### config.mk
export PLATFORM = sky130hd
export DESIGN_NAME = uart_rx_core
export DESIGN_NICKNAME = d
export VERILOG_FILES = /design/src/rtl/uart_rx_core.sv
export SDC_FILE = /design/constraint.sdc
export NUM_CORES = 1
export LEC_CHECK = 0
export ABC_CLOCK_PERIOD_IN_PS = 2200
export CAP_MARGIN = 0
export CELL_PAD_IN_SITES_DETAIL_PLACEMENT = 1
export CELL_PAD_IN_SITES_GLOBAL_PLACEMENT = 1
export CORE_AREA = 2 2 97 99
export DETAILED_ROUTE_END_ITERATION = 10
export DIE_AREA = 0 0 99 101
export PLACE_DENSITY_LB_ADDON = 0.1
export SYNTH_ARGS = -nofsm -noshare
export SYNTH_HDL_FRONTEND = slang
export SYNTH_SLANG_ARGS = --single-unit
### constraint.sdc
create_clock -name clk_core -period 2.2 [get_ports clk_core]
set_input_delay 0.33 -clock clk_core [delete_from_list [all_inputs] [get_ports clk_core]]
set_output_delay 0.33 -clock clk_core [all_outputs]
set_load 0.1 [all_outputs]
### src/rtl/uart_rx_core.sv
// 8N1 UART receiver: two-flop synchronizer, centre-sampling FSM and a
// single-byte valid/ready holding register with sticky framing/overrun flags.
`timescale 1ns/1ps
module uart_rx_core #(
  parameter int CLKS_PER_BIT = 345,
  parameter int HALF_BIT     = CLKS_PER_BIT / 2
) (
  input  logic       clk_core,
  input  logic       resetn,
  input  logic       rx,
  output logic [7:0] rx_data,
  output logic       rx_valid,
  input  logic       rx_ready,
  output logic       frame_err,
  output logic       overrun,
  input  logic       err_clr,
  output logic       busy
);

  typedef enum logic [2:0] {
    ST_IDLE,
    ST_START,
    ST_DATA,
    ST_STOP,
    ST_BREAK
  } state_t;

  localparam logic [15:0] HALF_LAST = 16'(HALF_BIT - 1);
  localparam logic [15:0] BIT_LAST  = 16'(CLKS_PER_BIT - 1);

  state_t      state_q, state_d;
  logic [1:0]  sync_q, sync_d;
  logic [15:0] cnt_q, cnt_d;
  logic [2:0]  idx_q, idx_d;
  logic [7:0]  shift_q, shift_d;
  logic [7:0]  data_q, data_d;
  logic        valid_q, valid_d;
  logic        frame_err_q, frame_err_d;
  logic        overrun_q, overrun_d;
  logic        busy_q, busy_d;

  logic rx_s;
  logic consume;
  logic deliver;
  logic stop_fail;

  assign rx_s    = sync_q[1];
  assign consume = valid_q & rx_ready;

  always_comb begin
    sync_d      = {sync_q[0], rx};
    state_d     = state_q;
    cnt_d       = cnt_q;
    idx_d       = idx_q;
    shift_d     = shift_q;
    data_d      = data_q;
    valid_d     = valid_q;
    frame_err_d = frame_err_q;
    overrun_d   = overrun_q;
    deliver     = 1'b0;
    stop_fail   = 1'b0;

    case (state_q)
      ST_IDLE: begin
        if (!rx_s) begin
          state_d = ST_START;
          cnt_d   = 16'd0;
        end
      end
      ST_START: begin
        // A line that is high again at mid-start-bit was only a glitch.
        if (cnt_q == HALF_LAST) begin
          cnt_d   = 16'd0;
          idx_d   = 3'd0;
          state_d = rx_s ? ST_IDLE : ST_DATA;
        end else begin
          cnt_d = cnt_q + 16'd1;
        end
      end
      ST_DATA: begin
        if (cnt_q == BIT_LAST) begin
          shift_d = {rx_s, shift_q[7:1]};
          cnt_d   = 16'd0;
          idx_d   = 3'(idx_q + 3'd1);
          if (idx_q == 3'd7) state_d = ST_STOP;
        end else begin
          cnt_d = cnt_q + 16'd1;
        end
      end
      ST_STOP: begin
        if (cnt_q == BIT_LAST) begin
          cnt_d = 16'd0;
          if (rx_s) begin
            deliver = 1'b1;
            state_d = ST_IDLE;
          end else begin
            stop_fail = 1'b1;
            state_d   = ST_BREAK;
          end
        end else begin
          cnt_d = cnt_q + 16'd1;
        end
      end
      ST_BREAK: begin
        if (rx_s) state_d = ST_IDLE;
      end
      default: state_d = ST_IDLE;
    endcase

    // Clear first so that an error arriving in the same cycle still sticks.
    if (err_clr) begin
      frame_err_d = 1'b0;
      overrun_d   = 1'b0;
    end
    if (stop_fail) frame_err_d = 1'b1;

    if (deliver) begin
      if (!valid_q || consume) begin
        data_d  = shift_q;
        valid_d = 1'b1;
      end else begin
        overrun_d = 1'b1;
      end
    end else if (consume) begin
      valid_d = 1'b0;
    end

    busy_d = (state_d != ST_IDLE);
  end

  always_ff @(posedge clk_core or negedge resetn) begin
    if (!resetn) begin
      sync_q      <= 2'b11;
      state_q     <= ST_IDLE;
      cnt_q       <= 16'd0;
      idx_q       <= 3'd0;
      shift_q     <= 8'h00;
      data_q      <= 8'h00;
      valid_q     <= 1'b0;
      frame_err_q <= 1'b0;
      overrun_q   <= 1'b0;
      busy_q      <= 1'b0;
    end else begin
      sync_q      <= sync_d;
      state_q     <= state_d;
      cnt_q       <= cnt_d;
      idx_q       <= idx_d;
      shift_q     <= shift_d;
      data_q      <= data_d;
      valid_q     <= valid_d;
      frame_err_q <= frame_err_d;
      overrun_q   <= overrun_d;
      busy_q      <= busy_d;
    end
  end

  assign rx_data   = data_q;
  assign rx_valid  = valid_q;
  assign frame_err = frame_err_q;
  assign overrun   = overrun_q;
  assign busy      = busy_q;

endmodule
flops_by_reg.png
Other sequential cells in the stronger grey, the rest of the logic in the fainter grey.
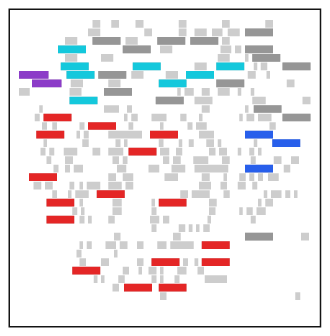
- blue: state_q (flops 3)
- cyan: shift_q (flops 8)
- purple: sync_q (flops 2)
- red: cnt_q (flops 16)
- not coloured: 15

clocks.png
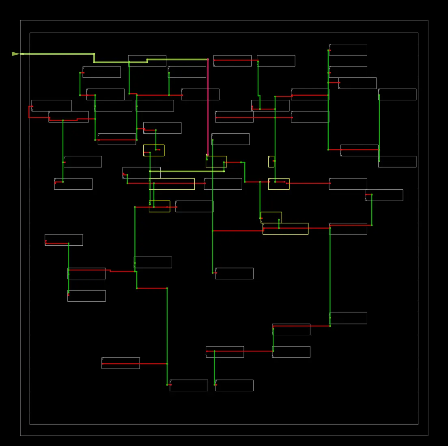
Flops: 44
# clk buffers: 6

wires.png
Scale bar: 20 um.
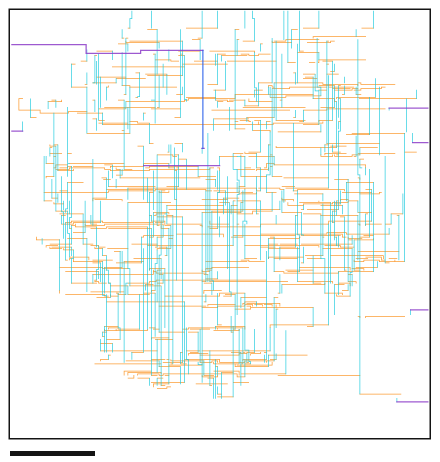
- purple: metal 3 (wire length 92.6 um)
- blue: metal 4 (wire length 23.1 um)
- cyan: metal 2 (wire length 2730 um)
- orange: metal 1 (wire length 2820 um)

==> final cells by class <==
class | instances | area, um2 | area share
well taps | 111 | 139 | 0.0512
flip-flops and latches | 44 | 1100 | 0.407
inverters | 8 | 30.0 | 0.0111
clock inverters | 2 | 60.1 | 0.0222
multi-input cells | 149 | 1030 | 0.381
clock buffers | 6 | 72.6 | 0.0268
repair buffers | 34 | 273 | 0.101
==> cells in the final DEF (no fill, tap or decap), types with 2 or more instances in the layout <==
master	instances
a21oi_1	8
a31oi_1	10
and4_1	2
buf_4	29
bufinv_16	2
clkbuf_8	5
clkdlybuf4s50_1	3
dfrtp_1	42
dfstp_2	2
ha_1	4
inv_1	8
mux2_2	16
mux2i_1	2
nand2_1	25
nand2b_1	3
nand3_1	9
nand3b_1	2
nand4_1	4
nand4_2	2
nor2_1	8
nor2b_1	3
nor3_1	3
nor3_2	2
nor3b_1	3
nor4_1	4
o21ai_0	14
or3_1	2
or4_1	2
xor2_1	2
==> cells by family (layout without fill, tap and decap cells) <==
family	count (synthesis)	count (layout)	share of synthesized area
and+or+nand+nor	83	83	0.228
DFF	44	44	0.500
AOI/OAI and AO/OA	42	42	0.119
muxes	18	18	0.0907
buffers and inverters	16	50	0.0323
adders and majority gates	4	4	0.0227
xor gates and xnor gates	2	2	0.00793
==> power breakdown <==
part | switching [mW] | internal, mW | total (mW)
Combinational | 0.0198 | 0.00986 | 0.0297
Clock | 0.291 | 0.454 | 0.746
Sequential | 0.00307 | 0.811 | 0.814
Total | 0.314 | 1.28 | 1.59
==> routing by layer <==
layer,vias up,GRT usage,share of wire
met2,8,0.198,0.48
met1,843,0.177,0.50
met5,-,0,0
met3,2,0.0215,0.016
met4,0,0.0221,0.0041
li1,835,-,-
==> CHANGELOG.md <==
## Flow update

- Worst flop-to-flop path endpoint: rx_data[5]
- Full die area: roughly 10000 um2
- Mean number of vias per cell: about 4.8
- Relative slew slack: 0.474
- Drt drc: 0
- Postcts setup bufs: 0
- Root buffer cell: clkbuf_8
- Pwr dens: a little under 600 nW/um2
- R2R Setup Slk: ~230 ps
- Placement row count: 35
- PortBufs: 16
- Crit path max-delay family: simple AND/OR/NAND/NOR gates
- Crit path top cell by count: buf_4
- Post-route ant nets: 0
- Fmax achieved: ~0.51 GHz
- Longest Clk Path Bufs: 2
- Antenna violations before repair: 0
- Synth Net Count: 218
- GRT Overall Usage: 0.123
- Outcome: complete, no violations
- Via count: 1688
- Largest register FFs: 16
- Critical path capture point type: flop
- Top FF cell, synth: dfrtp_1
- Synthesis area per yosys: 2210 um2
- Fill cell count: just under 1000
- Synth top cells by count: dfrtp_1 (42), nand2_1 (25), mux2_2 (16)
- Cell count in the Yosys report: about 210
- Dpl cell area: 2560 um2
- Worst EP arrival: about 2200 ps
- Dpl ws: 97.0 ps
- Worst Path Required: approximately 2400 ps
- Total CTS buffers: 5
- Clock Latency Late Sink: roughly 290 ps
- Post-route cell area: 2710 um2
No activity file was given, so power comes from the tool's default toggle rates.
